**Run 1: signal wires on met1**

The bar under the picture is 20 µm long. Cells faint in the background.
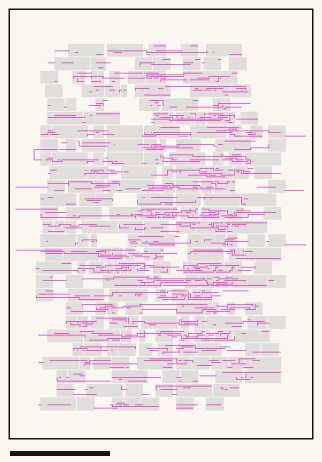
**Run 1: met2 routing**

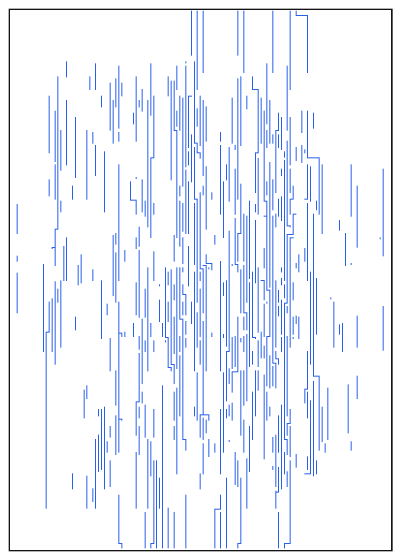
**Run 1: M3 wires**

The bar under the picture is 20 µm long.
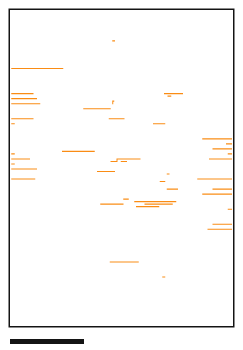
<file path="config.mk">
export PLATFORM = sky130hd
export DESIGN_NAME = hangy_input_conditioner
export DESIGN_NICKNAME = d
export VERILOG_FILES = /design/src/rtl/hangy_input_conditioner.sv
export SDC_FILE = /design/constraint.sdc
export NUM_CORES = 1
export LEC_CHECK = 0
export CORE_ASPECT_RATIO = 1.5
export CORE_MARGIN = 5
export CORE_UTILIZATION = 57
export CTS_BUF_LIST = sky130_fd_sc_hd__clkbuf_4 sky130_fd_sc_hd__clkbuf_8
export DETAILED_ROUTE_END_ITERATION = 6
export PLACE_DENSITY = 0.83
export SYNTH_ARGS = -nofsm -noshare
export SYNTH_HDL_FRONTEND = slang
export SYNTH_SLANG_ARGS = --single-unit
export TNS_END_PERCENT = 100
</file>
<file path="constraint.sdc">
create_clock -name clk -period 6.4 [get_ports clk]
set_input_delay 1.28 -clock clk [delete_from_list [all_inputs] [get_ports clk]]
set_output_delay 1.28 -clock clk [all_outputs]
set_load 0.05 [all_outputs]
</file>
<file path="src/rtl/hangy_input_conditioner.sv">
// rtl/hangy_input_conditioner.sv - pad synchronizer, button debounce and guess filter feeding the hangy core
module hangy_input_conditioner #(
    parameter int SYNC_STAGES     = 2,
    parameter int DEBOUNCE_CYCLES = 16,
    parameter int ALPHABET        = 26
) (
    input  logic                clk,
    input  logic                reset,
    input  logic [5:0]          raw_in,
    input  logic                guess_mode,
    input  logic                clear_history,
    output logic                next_pulse,
    output logic [4:0]          char_out,
    output logic                invalid_char,
    output logic                dup_guess,
    output logic [ALPHABET-1:0] history
);

    localparam int                CNT_W     = $clog2(DEBOUNCE_CYCLES);
    localparam logic [CNT_W-1:0]  CNT_MAX   = CNT_W'(DEBOUNCE_CYCLES - 1);
    localparam logic [5:0]        ALPHA_LIM = 6'(ALPHABET);

    typedef enum logic {
        IDLE = 1'b0,
        HELD = 1'b1
    } state_t;

    logic [5:0]          sync_q [SYNC_STAGES];
    logic                next_sync;
    logic [4:0]          char_sync;
    logic [CNT_W-1:0]    db_count;
    logic                stable_next;

    state_t              state_q;
    state_t              state_d;
    logic                pulse_d;
    logic                invalid_d;
    logic                dup_d;
    logic [4:0]          char_d;
    logic [ALPHABET-1:0] history_d;
    logic [ALPHABET-1:0] letter_bit;

    assign next_sync = sync_q[SYNC_STAGES-1][5];
    assign char_sync = sync_q[SYNC_STAGES-1][4:0];

    // Multi-flop synchronizer chain for every pad bit
    always_ff @(posedge clk) begin
        if (reset) begin
            for (int i = 0; i < SYNC_STAGES; i++) begin
                sync_q[i] <= '0;
            end
        end else begin
            sync_q[0] <= raw_in;
            for (int i = 1; i < SYNC_STAGES; i++) begin
                sync_q[i] <= sync_q[i-1];
            end
        end
    end

    // Button debounce: a changed level must persist DEBOUNCE_CYCLES cycles before it is accepted
    always_ff @(posedge clk) begin
        if (reset) begin
            db_count    <= '0;
            stable_next <= 1'b0;
        end else if (next_sync == stable_next) begin
            db_count <= '0;
        end else if (db_count == CNT_MAX) begin
            stable_next <= next_sync;
            db_count    <= '0;
        end else begin
            db_count <= db_count + 1'b1;
        end
    end

    // Press evaluation and next-state; a stable high seen in IDLE can only be a fresh rising edge,
    // because HELD is left only once the debounced level has returned to 0
    always_comb begin
        state_d    = state_q;
        pulse_d    = 1'b0;
        invalid_d  = 1'b0;
        dup_d      = 1'b0;
        char_d     = char_out;
        history_d  = history;
        letter_bit = ALPHABET'(1) << char_sync;

        case (state_q)
            IDLE: begin
                if (stable_next) begin
                    state_d = HELD;
                    if (!guess_mode) begin
                        pulse_d = 1'b1;
                        char_d  = char_sync;
                    end else if ({1'b0, char_sync} >= ALPHA_LIM) begin
                        invalid_d = 1'b1;
                    end else if ((history & letter_bit) != '0) begin
                        dup_d = 1'b1;
                    end else begin
                        pulse_d   = 1'b1;
                        char_d    = char_sync;
                        history_d = history | letter_bit;
                    end
                end
            end
            HELD: begin
                if (!stable_next) begin
                    state_d = IDLE;
                end
            end
            default: begin
                state_d = IDLE;
            end
        endcase

        // A clear arriving with an accepted guess still empties the history
        if (clear_history) begin
            history_d = '0;
        end
    end

    // State register and registered one-cycle outputs
    always_ff @(posedge clk) begin
        if (reset) begin
            state_q      <= IDLE;
            next_pulse   <= 1'b0;
            invalid_char <= 1'b0;
            dup_guess    <= 1'b0;
            char_out     <= '0;
            history      <= '0;
        end else begin
            state_q      <= state_d;
            next_pulse   <= pulse_d;
            invalid_char <= invalid_d;
            dup_guess    <= dup_d;
            char_out     <= char_d;
            history      <= history_d;
        end
    end

endmodule

</file>
==> flow_summary.yaml, run 1 <==
# yosys + openroad results
outcome:
  status: "finished, final reports clean"
clock_tree:
  clock_path_buffers: 2
  hold_buffers: 0
  clkLatencyLatePin_ps: 310
  cts_made_buffers: 5
  cts_root_buf: "clkbuf_8"
cells_and_area:
  seq_cell_count: 52
  seq-cell-share: 0.388
  comb_area_um2: 1040
  clkCellAreaFrac: 0.0363
  layoutNonFillerInstCount: 279
  fill_cells: 267
  seqCellArea_um2: 1040
  layout_top_cell: "dfxtp_1"
  final_layout_top_logic_cells: "52 x dfxtp_1, 43 x clkdlybuf4s50_1, 18 x nor2b_1"
  nets: 246
  n_all_inverters: 3
  buf_share: 0.163
  comb_area_frac: 0.389
  n_clock_buffer: 6
  finalInstanceArea_um2: 2690
placement:
  pre_cts_slack_ps: 2500
  placed_area_um2: 2590
  gp_congestion: 0.856
  dp.cells: 271
sta:
  maxSlewViolCount: 0
  fin_hold_ws_ps: 442
  setup-tns-final_ps: 0
  relSlewSlack: 0.372
  setup_viol: 0
  rsz0062_at_grt: "no"
  hold_viol: 0
  fin_ws_ps: 2810
  clock.fmax_ghz: 0.278
  finClkSkew_ps: 11.4
  max_slew.worst_pin.slew_ps: 941
global_route:
  grt_pass1_vias: 1667
  busiest_layer: "met2"
worst_hold_path:
  hold_path_depth: 1
  hold_path.class: "register to register"
pwr:
  power_density_nw_per_um2: 206
  ir_worst_vdd_mv: 0.223
  power_w: 0.000554
drt:
  dr.pass1.iters: 6
  wl_met3_um: 201
  viasPerCell: 5.99
  drc: 0
  drt_iter0_drc: 59
synth:
  edf_count: 0
  yosysChipArea_um2: 2170
  top_cell: "dfxtp_1"
  synth-main-ff-cell: "dfxtp_1"
  ys_warn_count: 0
  top_area_frac: 0.480
  postSynthSeqShare: 0.480
  async_flop_share: 0
  synth_cell_types: 42
  ys_cells: 196
  avgSynthCellArea_um2: 11.1
  netlist_area_um2: 2170
  syn_inst: 196
setup_path:
  path_depth: 6
  crit_path_end: "history[12]$_SDFFE_PP0P_"
  worstPathArrival_ps: 3850
  crit_slowest_cell: "clkdlybuf4s50_1"
  reg2regPathDepth: 5
  critical-path-top-delay-family: "buffers and inverters"
  worst-r2r-setup-slack_ps: 3450
  cp-startpoint: "reset"
  critPathLaunchType: "input pin"
  path_buffers: 2
floorplanning:
  row_count: 27
  die_w_um: 60.4
  dieArea_um2: 5160
  io_pins: 44
run:
  tool_warnings: 26
  drv_cap: 0
## Picture notes: 'signal wires on met1'
wire length on this layer: 1,850 µm
nets with wire on the layer: 220
longest straight run: 16.1 µm
drt total wl: 4690 µm
GR Util met1: 0.218
via count: 1,670

## Picture notes: 'met2 routing'
nets with wire on the layer: 219
longest straight run: 27.9 µm
wire length on this layer: 2,490 µm
share of all routed wire: 53%
main direction: vertical

## Picture notes: 'M3 wires'
longest straight run: 13.8 µm
nets with wire on the layer: 35
main direction: horizontal
wire length on this layer: 201 µm
share of all routed wire: 4.3%

run 1: where the power goes:
part / internal (W) / leakage (nW) / switching [W]
Combinational: 0.0000120 / 0.475 / 0.0000107
Sequential: 0.000327 / 0.421 / 0.00000706
Clock: 0.0000877 / 0.0434 / 0.000110
run 1: flip-flops by register name, indices dropped and copies added (netlist names):
| register | cells |
|---|---|
| history | 26 |
| dup_guess | 1 |
| sync_q | 12 |
| stable_next | 1 |
| state_q | 1 |
| char_out | 5 |
| invalid_char | 1 |
| next_pulse | 1 |
| db_count | 4 |
run 1: kinds of logic after synthesis:
kind of cell,Yosys count,share of synthesized area
and+or+nand+nor,78,0.230
xor gates and xnor gates,3,0.0121
AOI/OAI and AO/OA,33,0.160
muxes,14,0.0739
buffers and inverters,15,0.0381
adders and majority gates,1,0.00577
DFF,52,0.480
==> run 2: changes to the inputs <==
CORE_UTILIZATION = 53   (was 57)
PLACE_DENSITY = 0.78   (was 0.83)
clock period = 3.6 ns   (was 6.4 ns; I/O delays follow)
**Run 2: clock wiring as the flow saved it**

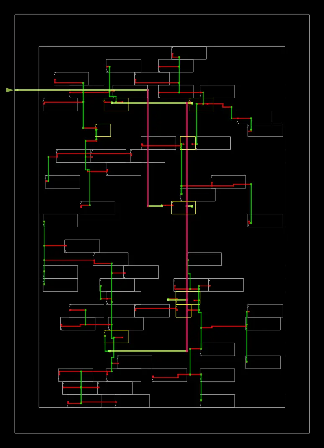
Clock Power: 0.000350 W
clk sink count: 52
CTS Buf Count: 5
sequential cell count: 52

==> flow_summary.yaml, run 2 <==
# yosys + openroad results
worst_hold_path:
  hold_path_depth: 1
  hold_path.class: "register to register"
  whs_endpoint: "sync_q[0][10]$_SDFF_PP0_"
cells_and_area:
  nets: 247
  top_regs: "history: 26 flops, sync_q: 12 flops, char_out: 5 flops"
  n_clock_buffer: 5
  largest_register_ffs: 26
  fill_cells: 312
  seq-cell-share: 0.386
  layoutNonFillerInstCount: 282
  comb_area_frac: 0.388
  final_layout_top_logic_cells: "52 x dfxtp_1, 43 x clkdlybuf4s50_1, 18 x nor2b_1"
  seqCellArea_um2: 1040
  buf_share: 0.165
  comb_area_um2: 1040
  n_all_inverters: 3
  top_register: "history"
  layout_top_cell: "dfxtp_1"
  clkCellAreaFrac: 0.0353
  comb_cells: 129
floorplanning:
  io_pins: 44
  dieArea_um2: 5500
  initial_core_util: 0.548
  core_area_um2: 3960
  row_count: 28
synth:
  synth-simple-area-share: 0.230
  ys_cells: 196
  top_cell: "dfxtp_1"
  async_flop_share: 0
  postSynthSeqShare: 0.480
  xor_share: 0.0121
  edf_count: 0
  netlist_area_um2: 2170
  top_area_frac: 0.480
  avgSynthCellArea_um2: 11.1
  synth-main-ff-cell: "dfxtp_1"
  compound_area_frac: 0.160
  yosysChipArea_um2: 2170
  fa_ha_area_frac: 0.00577
  top_cells_by_count: "52 x dfxtp_1, 18 x nor2b_1, 13 x nand2b_1"
  muxShareOfSynthArea: 0.0739
  ys_warn_count: 0
  synth_cell_types: 42
  syn_inst: 196
  topCombFamilyByArea: "simple AND/OR/NAND/NOR gates"
drt:
  viasPerCell: 5.94
  drc: 0
  met1_length_um: 1940
  num_vias: 1674
  dr.pass1.iters: 4
  wl_per_cell_um: 16.6
  drt_iter0_drc: 112
  wl_met3_um: 220
  drt_wl_total_um: 4680
global_route:
  grt_pass1_vias: 1742
  met1_usage: 0.202
  busiest_layer: "met2"
run:
  drv_cap: 0
  tool_warnings: 26
clock_tree:
  path_clk_slew_ps: 100
  cts_root_buf: "clkbuf_8"
  hold_buffers: 0
  clkLatencyLatePin_ps: 310
setup_path:
  crit_path_end: "history[18]$_SDFFE_PP0P_"
  worst-r2r-setup-slack_ps: 680
  worstPathArrival_ps: 3180
  crit_slowest_cell: "dfxtp_1"
  endpoint_kind: "register"
  reg2regPathDepth: 5
  slowest_delay_ps: 930
  cp-startpoint: "sync_q[0][10]$_SDFF_PP0_"
  critPathLaunchType: "register"
  crit_type: "register to register"
pwr:
  ir_worst_vdd_mv: 0.358
  power_density_nw_per_um2: 366
sta:
  finClkSkew_ps: 4.65
  max_slew.worst_pin.slew_ps: 913
  relSlewSlack: 0.390
  fin_hold_ws_ps: 443
  setup_viol: 0
  clock.fmax_ghz: 0.342
  setup-tns-final_ps: 0
  hold_viol: 0
  maxSlewViolCount: 0
  rsz0062_at_grt: "no"
placement:
  placed_area_um2: 2600
  dp.cells: 274
  pre_cts_slack_ps: 630
  gp_congestion: 0.827
outcome:
  status: "finished, final reports clean"
**Run 2: drive-strength map**

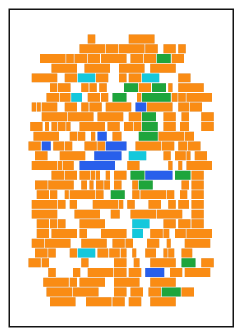
[cyan] drive 6 and up | cells: 7 | most used: clkbuf_8
[green] drive 2 | cells: 14 | most used: a32o_2
[blue] drive 3 to 4 | cells: 8 | most used: buf_4
[orange] drive 1 or less | cells: 208 | most used: dfxtp_1
bufs w/o clock: 45
area grow syn2layout: 24.2%
post-route cell area: 2690 µm²
setup slack after layout: 679 ps

==> run 2: cell counts after synthesis <==
Identical to the previous run, type by type.
==> run 2: where the power goes <==
part / switching, W / internal [W]
registers: 0.0000131 / 0.000581
logic: 0.0000195 / 0.0000219
clock network: 0.000207 / 0.000143
total: 0.000239 / 0.000746
==> run 2: worst max-delay path: cells and delay by family, from the launching register on <==
| family | cells | cell delay, ps |
|---|---|---|
| DFF | 1 | 930 |
| and+or+nand+nor | 2 | 830 |
| AOI/OAI and AO/OA | 2 | 670 |
| muxes | 1 | 430 |
==> run 2: per-stage QoR <==
stage               utilization  total power [W]
finish                    0.680         0.000986
floorplan                     -         0.000632
global placement          0.656         0.000647
detailed placement        0.656         0.000649
CTS                       0.680         0.000989
global route              0.680          0.00103
==> run 3: changes to the inputs <==
CORE_UTILIZATION = 48   (was 53)
PLACE_DENSITY = 0.74   (was 0.78)
clock period = 2.55 ns   (was 3.6 ns; I/O delays follow)
**Run 3: M3 wires**

The bar under the picture is 20 µm long.
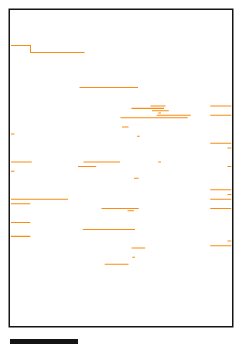
wire length on this layer: 227 µm
share of all routed wire: 5.0%
met3 Use GR: 0.0364
drt total wl: 4530 µm
via count: 1,660

==> flow_summary.yaml, run 3 <==
# yosys + openroad results
outcome:
  status: "finished, final reports clean"
synth:
  compound_area_frac: 0.160
  synth-simple-area-share: 0.230
  xor_share: 0.0121
  avgSynthCellArea_um2: 11.1
  yosysChipArea_um2: 2170
  top_cells_by_count: "52 x dfxtp_1, 18 x nor2b_1, 13 x nand2b_1"
  syn_inst: 196
  ys_warn_count: 0
  async_flop_share: 0
  topCombFamilyByArea: "simple AND/OR/NAND/NOR gates"
  top_area_frac: 0.480
  ys_cells: 196
  fa_ha_area_frac: 0.00577
  synth-main-ff-cell: "dfxtp_1"
  postSynthSeqShare: 0.480
drt:
  wl_per_cell_um: 15.5
  viasPerCell: 5.67
  wl_met3_um: 226
  met1_length_um: 1790
  drt_iter0_drc: 93
  dr.pass1.iters: 4
sta:
  setup_viol: 0
  hold_viol: 0
  finClkSkew_ps: 7.22
  relSlewSlack: 0.660
  rsz0062_at_grt: "no"
  maxSlewViolCount: 0
  clock.fmax_ghz: 0.422
  max_slew.worst_pin.slew_ps: 508
  fin_ws_ps: 182
  fin_hold_ws_ps: 440
setup_path:
  endpoint_kind: "register"
  crit_path_end: "char_out[4]$_SDFFE_PP0P_"
  cp-startpoint: "sync_q[0][10]$_SDFF_PP0_"
  r2r_start: "sync_q[0][10]$_SDFF_PP0_"
  crit_type: "register to register"
  reg2regPathDepth: 7
  crit_path_max_fanout: 10
  critPathLaunchType: "register"
  worstPathArrival_ps: 2600
  worst-r2r-setup-slack_ps: 180
cells_and_area:
  seq_cell_count: 52
  clkCellAreaFrac: 0.0399
  buffers: 53
  top_register: "history"
  comb_cells: 129
  nets: 255
  comb_area_frac: 0.375
  n_clock_buffer: 5
  antenna_cells: 0
  layoutNonFillerInstCount: 293
  fin_util: 0.624
  fill_cells: 373
  biggestCellCategory: "logic gates"
  seqCellArea_um2: 1040
  buf_share: 0.186
  largest_register_ffs: 26
  seq-cell-share: 0.374
  comb_area_um2: 1040
  finalInstanceArea_um2: 2790
  final_layout_top_logic_cells: "51 x dfxtp_1, 43 x clkdlybuf4s50_1, 18 x nor2b_1"
  n_all_inverters: 3
  syn2layout_area_growth_pct: 28.6
clock_tree:
  clkLatencyLatePin_ps: 300
  cts_made_buffers: 5
  path_clk_slew_ps: 90
  cts_root_buf: "clkbuf_8"
  clock_sinks: 52
pwr:
  clkPwrFrac: 0.382
  combPwrFrac: 0.047
  ir_worst_vdd_mv: 0.362
  p_seq_w: 0.000832
  power.internal_w: 0.00115
  power_density_nw_per_um2: 523
  power.switching_w: 0.000312
  p_sw_frac: 0.214
  power_w: 0.00146
  sequentialPowerShare: 0.570
  pg_comb_w: 0.0000691
worst_hold_path:
  hold_path.class: "register to register"
  hold_path_depth: 1
  whs_endpoint: "sync_q[0][7]$_SDFF_PP0_"
run:
  tool_warnings: 26
  drv_cap: 0
floorplanning:
  initial_core_util: 0.485
  core_area_um2: 4470
  row_count: 30
  dieArea_um2: 5990
  io_pins: 44
global_route:
  grt_pass1_vias: 1696
  met1_usage: 0.183
  busiest_layer: "met2"
placement:
  pre_cts_slack_ps: 23.3
  placed_area_um2: 2660
  dp.cells: 284
  gp_congestion: 0.829
**Run 3: signal wires on met1**

The bar under the picture is 20 µm long. Cells faint in the background.
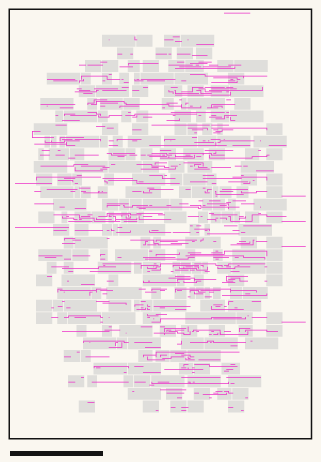
share of all routed wire: 40%
longest straight run: 17.9 µm
nets with wire on the layer: 228
main direction: horizontal
wire length on this layer: 1,790 µm

-- run 3: netlist changes by cell type in the layout (fill, tap and decap cells not counted) --
cell        change
buf_12          +1
buf_4           +7
bufinv_16       +1
clkinv_2        +1
clkinv_4        -1
clkinvlp_4      +1
dfxtp_1         -1
dfxtp_2         +1
inv_6           -2
-- run 3: cells by family after synthesis --
logic type | Yosys count
simple gates | 78
flops | 52
compound gates | 33
buf+inv | 15
mux | 14
xor+xnor | 3
fa+ha+maj | 1
-- run 3: critical path: stages (launching register included) --
cell and delay (ps):
dfxtp_1 430, buf_4 240, and2_1 200, a22oi_1 190, nor2b_1 70, a311o_1 440, o32ai_4 480, mux2i_1 250
Power figures rest on the tool's default switching activity, not on a simulated workload.
